Fig. 1: run 1, the metal 3 layer
Drawn at 3 px/um. Cells faint in the background.
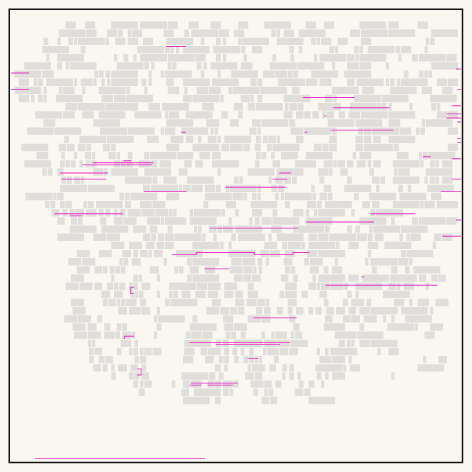
Fig. 2: run 1, local utilization
Drawn at 2 px/um. The die is cut into 15 by 15 equal tiles; white is low, dark blue is high, 0 to 100% covered.
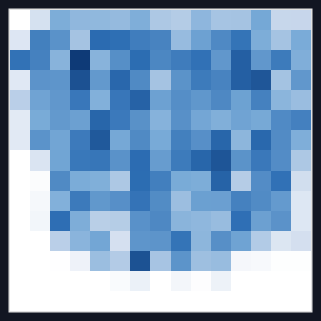
Fig. 3: run 1, clock wiring as the flow saved it
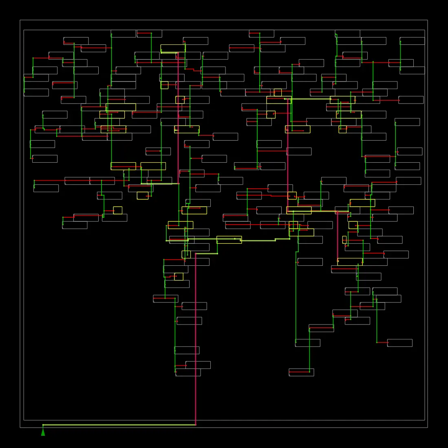
File: src/rtl/pwm_pkg.sv
// pwm_pkg: types and constants shared by the PWM generator and capture blocks
package pwm_pkg;
  typedef enum logic [1:0] {IDLE, MEASURE, DIVIDE} pwm_state_t;
  localparam int DUTY_STEPS_DEF = 10;
endpackage

File: src/rtl/pwm_capture_if.sv
// pwm_capture_if: PWM input line plus the measurement results of pwm_capture
interface pwm_capture_if #(parameter int CNT_W = 16, parameter int QW = 4);
  logic pwm_in;
  logic [CNT_W-1:0] period_out, high_out;
  logic [QW-1:0] duty_out;
  logic meas_valid, stuck, overrun;
  modport master(input pwm_in, output period_out, high_out, duty_out, meas_valid, stuck, overrun);
  modport slave(output pwm_in, input period_out, high_out, duty_out, meas_valid, stuck, overrun);
endinterface

File: src/rtl/pwm_duty_div.sv
// pwm_duty_div: restoring divider, one quotient bit per cycle MSB first, QW cycles per divide
module pwm_duty_div #(
  parameter int NW = 20,
  parameter int DW = 16,
  parameter int QW = 4
) (
  input  logic clk,
  input  logic rst,
  input  logic start,
  input  logic [NW-1:0] numerator,
  input  logic [DW-1:0] divisor,
  output logic busy,
  output logic done,
  output logic [QW-1:0] quotient
);
  localparam int CW = $clog2(QW + 1);
  logic [NW-1:0] rem, dsh;
  logic [QW-1:0] q;
  logic [CW-1:0] cnt;
  logic qbit;
  assign qbit = rem >= dsh;
  assign done = busy && cnt == CW'(QW - 1);
  assign quotient = (q << 1) | QW'(qbit);
  always_ff @(posedge clk or posedge rst)
    if (rst) begin
      busy <= 1'b0;
      rem <= '0;
      dsh <= '0;
      q <= '0;
      cnt <= '0;
    end else if (start) begin
      busy <= 1'b1;
      rem <= numerator;
      dsh <= NW'(divisor) << (QW - 1);
      q <= '0;
      cnt <= '0;
    end else if (busy) begin
      busy <= !done;
      rem <= qbit ? rem - dsh : rem;
      dsh <= dsh >> 1;
      q <= quotient;
      cnt <= cnt + CW'(1);
    end
endmodule

File: src/rtl/pwm_capture.sv
// pwm_capture: measures period, high time and quantised duty of an asynchronous PWM input.
// Define PWM_CAPTURE_FILTER_EN to add a FILT_LEN-cycle glitch filter after the synchroniser.
module pwm_capture import pwm_pkg::*; #(
  parameter int CNT_W = 16,
  parameter int DUTY_STEPS = DUTY_STEPS_DEF,
  parameter int QW = 4,
  parameter int TIMEOUT = 1000,
  parameter int FILT_LEN = 3
) (
  input logic clk,
  input logic rst,
  pwm_capture_if.master bus
);
  localparam int NW = CNT_W + QW;
  pwm_state_t state, state_nx;
  logic s1, pwm_s, lvl, lvl_d, rise, timeout;
  logic div_start, take, fire, ovr, div_busy, div_done;
  logic [CNT_W-1:0] period_cnt, high_cnt, p_snap, h_snap;
  logic [QW-1:0] quotient;
  if ((1 << QW) <= DUTY_STEPS || TIMEOUT >= (1 << CNT_W) || FILT_LEN < 1) begin : g_bad_cfg
    $error("pwm_capture: inconsistent parameters");
  end
  always_ff @(posedge clk or posedge rst)
    if (rst) {s1, pwm_s} <= 2'b00;
    else {s1, pwm_s} <= {bus.pwm_in, s1};
`ifdef PWM_CAPTURE_FILTER_EN
  localparam int FW = $clog2(FILT_LEN + 1);
  logic [FW-1:0] stable;
  always_ff @(posedge clk or posedge rst)
    if (rst) begin
      lvl <= 1'b0;
      stable <= '0;
    end else if (pwm_s == lvl) stable <= '0;
    else if (stable == FW'(FILT_LEN - 1)) begin
      lvl <= pwm_s;
      stable <= '0;
    end else stable <= stable + FW'(1);
`else
  assign lvl = pwm_s;
`endif
  always_ff @(posedge clk or posedge rst)
    if (rst) lvl_d <= 1'b0;
    else lvl_d <= lvl;
  assign rise = lvl & ~lvl_d;
  // A rise always wins over a timeout in the same cycle; DIVIDE never times out.
  assign timeout = !rise && state != DIVIDE && period_cnt >= CNT_W'(TIMEOUT);
  always_ff @(posedge clk or posedge rst)
    if (rst) state <= IDLE;
    else state <= state_nx;
  always_comb
    state_nx = state == IDLE ? (rise ? MEASURE : IDLE) :
               state == MEASURE ? (rise ? DIVIDE : timeout ? IDLE : MEASURE) :
               (div_done ? MEASURE : DIVIDE);
  always_comb begin
    div_start = state == MEASURE && rise;
    take = state == DIVIDE && div_done;
    ovr = rise && div_busy;
    fire = timeout && !bus.stuck;
  end
  // Counters freeze at TIMEOUT so a stuck line can never wrap them.
  always_ff @(posedge clk or posedge rst)
    if (rst) begin
      period_cnt <= '0;
      high_cnt <= '0;
    end else if (rise) begin
      period_cnt <= CNT_W'(1);
      high_cnt <= CNT_W'(1);
    end else if (state != IDLE && !timeout) begin
      period_cnt <= period_cnt + CNT_W'(1);
      high_cnt <= high_cnt + CNT_W'(lvl);
    end
  pwm_duty_div #(.NW(NW), .DW(CNT_W), .QW(QW)) u_div (
    .clk(clk),
    .rst(rst),
    .start(div_start),
    .numerator(NW'(high_cnt) * NW'(DUTY_STEPS)),
    .divisor(period_cnt),
    .busy(div_busy),
    .done(div_done),
    .quotient(quotient)
  );
  always_ff @(posedge clk or posedge rst)
    if (rst) begin
      p_snap <= '0;
      h_snap <= '0;
      bus.period_out <= '0;
      bus.high_out <= '0;
      bus.duty_out <= '0;
      bus.meas_valid <= 1'b0;
      bus.stuck <= 1'b0;
      bus.overrun <= 1'b0;
    end else begin
      if (div_start) begin
        p_snap <= period_cnt;
        h_snap <= high_cnt;
      end
      bus.meas_valid <= take || fire;
      bus.overrun <= ovr;
      if (take) begin
        bus.period_out <= p_snap;
        bus.high_out <= h_snap;
        bus.duty_out <= quotient;
        bus.stuck <= 1'b0;
      end else if (fire) begin
        bus.period_out <= '0;
        bus.high_out <= '0;
        bus.duty_out <= lvl ? QW'(DUTY_STEPS) : '0;
        bus.stuck <= 1'b1;
      end
    end
endmodule

File: src/flat_wrapper.sv
// flat-port wrapper written by rule: the top's interface ports become plain ports
module pwm_capture_flat import pwm_pkg::*;
#(
  parameter int CNT_W = 16,
  parameter int DUTY_STEPS = DUTY_STEPS_DEF,
  parameter int QW = 4,
  parameter int TIMEOUT = 1000,
  parameter int FILT_LEN = 3
)
  (clk, rst, bus_pwm_in, bus_period_out, bus_high_out, bus_duty_out, bus_meas_valid, bus_stuck, bus_overrun);
  pwm_capture_if #(.CNT_W(CNT_W), .QW(QW)) bus_i ();
  input logic clk;
  input logic rst;
  input wire logic [$bits(bus_i.pwm_in)-1:0] bus_pwm_in;
  output wire logic [$bits(bus_i.period_out)-1:0] bus_period_out;
  output wire logic [$bits(bus_i.high_out)-1:0] bus_high_out;
  output wire logic [$bits(bus_i.duty_out)-1:0] bus_duty_out;
  output wire logic [$bits(bus_i.meas_valid)-1:0] bus_meas_valid;
  output wire logic [$bits(bus_i.stuck)-1:0] bus_stuck;
  output wire logic [$bits(bus_i.overrun)-1:0] bus_overrun;
  assign bus_i.pwm_in = bus_pwm_in;
  assign bus_period_out = bus_i.period_out;
  assign bus_high_out = bus_i.high_out;
  assign bus_duty_out = bus_i.duty_out;
  assign bus_meas_valid = bus_i.meas_valid;
  assign bus_stuck = bus_i.stuck;
  assign bus_overrun = bus_i.overrun;
  pwm_capture #(.CNT_W(CNT_W), .DUTY_STEPS(DUTY_STEPS), .QW(QW), .TIMEOUT(TIMEOUT), .FILT_LEN(FILT_LEN)) u_core (.clk(clk), .rst(rst), .bus(bus_i));
endmodule
File: config.mk
export PLATFORM = sky130hd
export DESIGN_NAME = pwm_capture_flat
export DESIGN_NICKNAME = d
export VERILOG_FILES = /design/src/rtl/pwm_pkg.sv /design/src/rtl/pwm_capture_if.sv /design/src/rtl/pwm_duty_div.sv /design/src/rtl/pwm_capture.sv /design/src/flat_wrapper.sv
export SDC_FILE = /design/constraint.sdc
export NUM_CORES = 1
export LEC_CHECK = 0
export CAP_MARGIN = 15
export CORE_UTILIZATION = 40
export CTS_BUF_LIST = sky130_fd_sc_hd__clkbuf_16
export CTS_CLUSTER_SIZE = 24
export DETAILED_ROUTE_END_ITERATION = 10
export SYNTH_ARGS = -nofsm -noshare
export SYNTH_HDL_FRONTEND = slang
export SYNTH_HIERARCHICAL = 1
export SYNTH_SLANG_ARGS = --single-unit
File: constraint.sdc
create_clock -name clk -period 3.4 [get_ports clk]
set_input_delay 0.68 -clock clk [delete_from_list [all_inputs] [get_ports clk]]
set_output_delay 0.68 -clock clk [all_outputs]
set_load 0.01 [all_outputs]
==> flow_summary.toml, run 1 <==
# implementation run metrics
[cells_and_area]
fin_cells = 1226
antenna-diode-count = 0
area.combinational_um2 = 4640
lay_top_cells = "dfrtp_1, nand2_1, o21ai_0"
design_area_um2 = 10100
drive_gt1_share_pct = 10.2
area_delta_synth_final_pct = 14.2

[sta]
fmaxAchievable_mhz = 340
final-max-slew-violation-count = 0
final_critical_path_required_period_ps = 2940
period_used_pct = 86.5
final_critical_path_setup_slack_ps = 461
fin_tns_setup_ps = 0

[setup_path]
worstSetupEndpointType = "register"
r2r_setup_slack_ps = 460
crit_slowest_cell = "fa_1"
startpoint_type = "register"
rr_worst_depth = 12
critPathKind = "register to register"
r2r_end = "u_core/u_div/rem[7]"
worst_path_largest_cell_delay_ps = 420

[routing]
route.top_layer_used = "met4"
routed-wl-met3_um = 583
first_iter_violations = 386
drt-wirelength-per-cell_um = 16.6
drc = 0
drt_pass1_iterations = 4
antenna_left = 0

[global_routing]
globalRouteOverflowTotal = 0
grt_util_met2_pct = 30.5
global_route.usage.met1_pct = 27.0
grt_pass1_wl_mm = 34.2
track_usage_pct = 19.2

[power]
power_clock_uw = 1810
seq_pwr_share_pct = 34.3
seq_power_uw = 2450
power-per-cell-area_nw_per_um2 = 709
power.share.switching_pct = 37.4
ir_drop_mv = 0.380
power.clock.fraction_pct = 25.4
report.power.total_uw = 7150

[hold_path]
hp-start = "u_core/s1"
hold_path_stages = 0

[yosys]
synth.mux.area_fraction_pct = 9.21
and_or_or_and_cells_area_fraction_pct = 16.5
main_area_contributors = "dfrtp_1, ha_1, nand2_1, mux2i_1, o21ai_0"
yosysTopAreaCell = "dfrtp_1"
ys.warnings.count = 6
ys_sh_adder_pct = 7.97
synthTopLogicFamily = "AND-OR/OR-AND gates"
syn_area_um2 = 8830
synth.cellmix.xorXnorShare_pct = 3.08
syn-instance-count = 910
synth.net_count = 968
synthTopCellsByCount = "dfrtp_1, nand2_1, o21ai_0, ha_1, a21oi_1"
yosysChipArea_um2 = 8830
synthesis.area_per_instance_um2 = 9.70
synth_dominant_cell_count = "dfrtp_1"

[placed_design]
post_place_setup_slack_ps = 528
gp_congestion = 0.849
port_buffers = 41

[clock_tree]
tritoncts_clock_tree = "yes"
cts_root_buffer = "clkbuf_16"
cts-resized-gates = 0
clock-sinks = 154
cts_buffer_depth = 2
cts_hold_buffers = 0

[flow_run]
warning_count = 28
drv.max_cap_violation_count = 0

[floorplan]
chip_area_um2 = 22700
fp-row-count = 53
die_width_um = 151
die_h_um = 151

[status]
run_status = "finished clean"
## Picture notes: Fig. 1
nets with wire on the layer = 40
main direction = horizontal
share of all routed wire = 2.9%
overall via count from detail_route: 6,725
final routed wirelength across all metal layers: 20.4 mm
global-route met3 utilization: 2.61%

## Picture notes: Fig. 2
mean over tiles = 43%
tiles over 75% full = 8.4%
fullest tile = 96%
emptiest ninth of the die = south-west
nearly empty tiles = 17%
Starting Density: 41.3%
Core Box Area: 21,400 um^2

## Picture notes: Fig. 3
count of sequential standard cells: 154
clock latency on the worst-skew pair: 430 ps
number of CTS-inserted buffers: 17

==> run 1: flip-flops by register name (all words and copies together), names as in the netlist <==
register	cells
u_core/h_snap	16
u_core/bus.stuck	1
u_core/bus.meas_valid	1
u_core/u_div/busy	1
u_core/u_div/cnt	3
u_core/bus.duty_out	4
u_core/bus.overrun	1
u_core/lvl	1
u_core/period_cnt	16
u_core/bus.period_out	16
u_core/lvl_d	1
u_core/state	2
u_core/u_div/q	3
u_core/u_div/rem	20
u_core/bus.high_out	16
u_core/high_cnt	16
u_core/p_snap	16
u_core/u_div/dsh	19
u_core/s1	1
==> run 1: cell type report <==
class	count	share of cell area [%]
Multi-Input combinational cell	676	46.0
Sequential cell	154	38.2
Timing Repair Buffer	53	5.34
Clock buffer	17	4.22
Tap cell	275	3.41
Inverter	37	1.41
Clock inverter	14	1.37
==> run 2, diff against run 1 <==
- SLEW_MARGIN: default -> 25
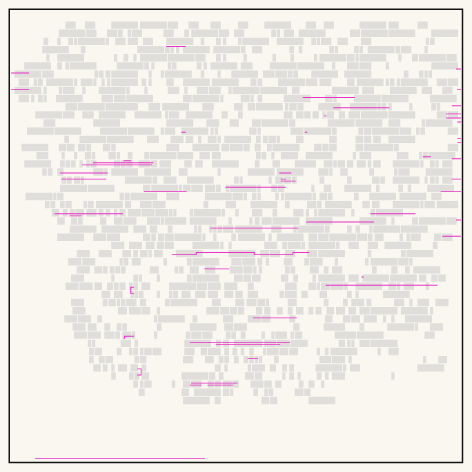
Fig. 4. The metal 3 layer (run 2).
Drawn at 3 px/um. Cells faint in the background.
wire length on this layer = 564 um
share of all routed wire = 2.8%
final routed wirelength across all metal layers: 20.4 mm
overall via count from detail_route: 6,722

==> run 2 against run 1 <==
Critical endpoint unchanged. Global-route usage unchanged. Wire length hardly changed. Setup slack worse by 3.4 ps. Worst hold slack stayed put. Critical path type unchanged. Clock power about the same. Cell area is essentially flat. Register-to-register slack about the same. Final cell count is the same. Largest power group unchanged. Synthesized cell count stayed put. Die area unchanged.
==> flow_summary.toml, run 2 <==
# implementation run metrics
[yosys]
synth_dominant_cell_count = "dfrtp_1"
syn-instance-count = 910
ys_seq_share_pct = 43.7
synth.mux.area_fraction_pct = 9.21
main_area_contributors = "dfrtp_1, ha_1, nand2_1, mux2i_1, o21ai_0"
synthesis.area_per_instance_um2 = 9.70
yosysTopAreaCell = "dfrtp_1"
ys.warnings.count = 6
synth.net_count = 968
ys_sh_adder_pct = 7.97
synth.cellmix.xorXnorShare_pct = 3.08
yosysChipArea_um2 = 8830
synthTopCellsByCount = "dfrtp_1, nand2_1, o21ai_0, ha_1, a21oi_1"
and_or_or_and_cells_area_fraction_pct = 16.5

[cells_and_area]
lay_top_count = "dfrtp_1"
n_all_buffers = 53
antenna-diode-count = 0
largest_reg_flops = 20
max_flop_register = "u_core/u_div/rem"
seq_area_share_pct = 38.2
area_dominant_class = "combinational gates"
area_delta_synth_final_pct = 14.2
nFlopsAndLatches = 154
n_all_inverters = 37
clock_buffers = 17
area.combinational_um2 = 4640
lay_top_cells = "dfrtp_1, nand2_1, o21ai_0"
fin_cells = 1226
largestRegisters = "u_core/u_div/rem x20, u_core/u_div/dsh x19"
bufAreaShareNonClock_pct = 5.34
drive_gt1_share_pct = 10.2

[clock_tree]
tritoncts.num_buffers = 17
cts_hold_buffers = 0
worstSkewPairLatency_ps = 430
cts_buffer_depth = 2
cts_root_buffer = "clkbuf_16"
clock-sinks = 154
cts-resized-gates = 0

[sta]
final_critical_path_required_period_ps = 2940
final_critical_path_setup_slack_ps = 457
fin_tns_setup_ps = 0
period_used_pct = 86.6
fmaxAchievable_mhz = 340
final-max-slew-violation-count = 0

[floorplan]
tapcell.inserted = 275
die_h_um = 151
die_width_um = 151
chip_area_um2 = 22700
core_region_area_um2 = 21400

[setup_path]
worst_path_largest_cell_delay_ps = 420
r2r_end = "u_core/u_div/rem[7]"
critPathKind = "register to register"
rr_worst_depth = 12
crit_slowest_cell = "fa_1"
startpoint_type = "register"
r2r_setup_slack_ps = 460

[global_routing]
grt_util_met2_pct = 30.5
global_route.usage.met1_pct = 27.0
globalRouteOverflowTotal = 0
track_usage_pct = 19.2
groute.layer.met3.usage_pct = 2.61
grt_pass1_wl_mm = 34.2

[placed_design]
port_buffers = 41
post_place_setup_slack_ps = 528
placedCellCount = 1195

[flow_run]
warning_count = 28
drv.max_cap_violation_count = 0

[status]
run_status = "finished clean"

[power]
ir_drop_mv = 0.380
report.power.total_uw = 7150
power-per-cell-area_nw_per_um2 = 709

[routing]
drc = 0
first_iter_violations = 386
drt_pass1_iterations = 5
drt-wirelength-per-cell_um = 16.6
antenna_left = 0
routed-wl-met3_um = 564
route.top_layer_used = "met4"

[hold_path]
hp-start = "u_core/s1"
-- run 2: netlist changes by cell type in the layout (fill, tap and decap cells not counted), sizes merged --
cell    change
clkinv      +1
inv         -1
-- run 2: worst max path at each step --
stage                                       to  slack [ps]  depth (start not counted)
final                      u_core/u_div/rem[7]         460                         12
after global routing      u_core/u_div/rem[10]         260                         12
after CTS                  u_core/u_div/rem[7]         510                         12
after detailed placement   u_core/u_div/rem[8]         530                         12
after global placement    u_core/u_div/rem[10]         610                         12
after floorplan           u_core/u_div/dsh[18]         730                          9
-- run 2: where the power goes --
group          leakage, uW  internal (uW)  switching, uW
combinational      0.00213           1290           1600
sequential         0.00207           2170            278
clock             0.000266           1020            794
total              0.00446           4480           2670
==> run 3, diff against run 2 <==
- GPL_TIMING_DRIVEN: default -> 0
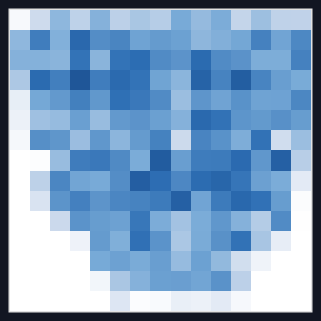
Fig. 5. Local utilization (run 3).
Drawn at 2 px/um. The die is cut into 15 by 15 equal tiles; white is low, dark blue is high, 0 to 100% covered.
nearly empty tiles = 15%
densest ninth of the die = centre
tiles over 75% full = 8.0%
mean over tiles = 44%
fullest tile = 85%
end-of-flow core utilization: 48.2%

==> run 3 against run 2 <==
Final cell count increased by 3.0%. Via count increased by 2.1%. Setup slack got worse by 230 ps. Non-clock buffer count increased by 36. Register-to-register slack got worse by 230 ps. First-iteration DRC count increased by 6.0%. Sequential power about the same. Core utilization increased by 0.94 points. Clock-buffer cell count unchanged. Clock skew increased by 5.5 ps. Synthesized cell count unchanged. Critical endpoint is now u_core/u_div/dsh[18].
==> flow_summary.toml, run 3 <==
# implementation run metrics
[status]
run_status = "finished clean"

[yosys]
synth_dominant_cell_count = "dfrtp_1"
yosys_register_bits = 154
synth.mux.area_fraction_pct = 9.21
ys_seq_share_pct = 43.7
synth.cellmix.xorXnorShare_pct = 3.08
and_or_or_and_cells_area_fraction_pct = 16.5
ys.warnings.count = 6
syn_area_um2 = 8830
synthSimpleGateAreaFrac_pct = 15.6
synth.yosys.num_cells = 910
synth.net_count = 968
yosysChipArea_um2 = 8830
yosysTopAreaCell = "dfrtp_1"
main_area_contributors = "dfrtp_1, ha_1, nand2_1, mux2i_1, o21ai_0"
ys_sh_adder_pct = 7.97
ys.flop_type = "dfrtp_1"
syn-instance-count = 910
synthTopLogicFamily = "AND-OR/OR-AND gates"
synthDominantCellAreaShare_pct = 43.7
synth_async_sr_flop_share_pct = 100
synthTopCellsByCount = "dfrtp_1, nand2_1, o21ai_0, ha_1, a21oi_1"
synth-edff-count = 0
synth.distinct_cells = 70
synthesis.area_per_instance_um2 = 9.70

[setup_path]
rr_worst_depth = 9
critPathBufInv = 5
critical_path_cell_count = 9
critPathMaxFanout = 14
startpoint_type = "register"
setup.worst_path.start = "u_core/lvl"
cp.required_ps = 3720
worstPathCellList = "nand2b_1, clkbuf_1, nor3b_4, clkbuf_2, buf_4, clkbuf_1, clkbuf_1, nand2_1, o31ai_1"
crit_slowest_cell = "dfrtp_1"
r2r_setup_slack_ps = 230
arrival_ps = 3490
worst_r2r_startpoint = "u_core/lvl"
worstSetupEndpointType = "register"
r2r_end = "u_core/u_div/dsh[18]"
critPathKind = "register to register"
worst_path_largest_cell_delay_ps = 520
crit_end = "u_core/u_div/dsh[18]"
critPathMostFrequentCell = "clkbuf_1"
timing.critical_path.max_delay_family = "buffers and inverters"

[power]
power-per-cell-area_nw_per_um2 = 708
total_leakage_power_uw = 0.00455
ir_drop_mv = 0.364
report.power.total_uw = 7280

[clock_tree]
tritoncts.num_buffers = 17
clock_transition_at_the_register_clock_pins_on_the_worst_setup_and_hold_paths_after_cts_ps = 70
tritoncts_clock_tree = "yes"
cts_root_buffer = "clkbuf_16"
cts-htree-levels = 4
postCtsSetupRepairBufs = 0
cts_buffer_depth = 2
clock-sinks = 154
cts-resized-gates = 2
cts_hold_buffers = 0
worstSkewPairLatency_ps = 420

[placed_design]
post_place_instance_area_um2 = 9690
dp_hpwl_mm = 15.9
port_buffers = 41
placedCellCount = 1231
post_place_setup_slack_ps = -504
gp_congestion = 0.859

[cells_and_area]
area_delta_synth_final_pct = 16.5
largest_reg_flops = 20
antenna-diode-count = 0
lay_top_cells = "dfrtp_1, nand2_1, o21ai_0"
max_flop_register = "u_core/u_div/rem"
fin_cells = 1263
drive_gt1_share_pct = 10.1
lay_top_count = "dfrtp_1"
num-nets-final = 1033
largestRegisters = "u_core/u_div/rem x20, u_core/u_div/dsh x19"
fillers = 2030
design_area_um2 = 10300

[sta]
grt_setup_unrepaired = "false"
tightest_hold_margin_ps = 353
worstMarginPinSlew_ps = 991
timing.max_slew.rel_slack_pct = 33.4
period_used_pct = 93.3
final_critical_path_setup_slack_ps = 229
setup_clock_skew_after_layout_ps = 16.3
timing.final.setup_violations = 0
fin_tns_setup_ps = 0
final-max-slew-violation-count = 0
timing.final.hold_violations = 0
fmaxAchievable_mhz = 315
final_critical_path_required_period_ps = 3170

[global_routing]
grt_pass1_vias = 6746
track_usage_pct = 20.1
grt_pass1_wl_mm = 35.3
globalRouteOverflowTotal = 0
grt_max_degree = 31
antenna_found_initial = 0

[routing]
via_per_inst = 5.43
first_iter_violations = 409
drt_pass1_iterations = 5
antenna_left = 0
drt-total-wl_mm = 21.5
drt-wirelength-per-cell_um = 17.1
drc = 0
vias = 6862

[floorplan]
chip_area_um2 = 22700
fp_util_pct = 41.3
core_region_area_um2 = 21400
die_h_um = 151
num_ports = 42
die_width_um = 151
fp-row-count = 53

[flow_run]
drv.max_cap_violation_count = 0
warning_count = 28

[hold_path]
hp-start = "u_core/s1"
worstHoldEndpoint = "u_core/lvl"
hold_path_stages = 0
timing.hold.worst.class = "register to register"
==> run 3: per-layer routing <==
layer,GRT usage (%),wire length [um],up-vias
li1,-,-,3392
met1,28.0,10700,3361
met2,32.1,10100,96
met3,3.00,527,13
met4,5.86,271,0
met5,0,0,-
==> run 3: layout make-up <==
class | instances | area (um^2) | area share, %
inverter | 37 | 143 | 1.39
buffer | 43 | 211 | 2.06
sequential | 154 | 3850 | 37.5
clock inverter | 15 | 153 | 1.48
timing repair buffer | 46 | 518 | 5.04
tap | 275 | 344 | 3.35
multi-input combinational | 676 | 4640 | 45.1
clock buffer | 17 | 425 | 4.14
==> run 3: report_power, final <==
group	total (uW)	internal [uW]	switching [uW]
clock	1860	979	881
sequential	2470	2170	295
combinational	2960	1340	1620
total	7280	4490	2790
No activity file was given, so power comes from the tool's default toggle rates.
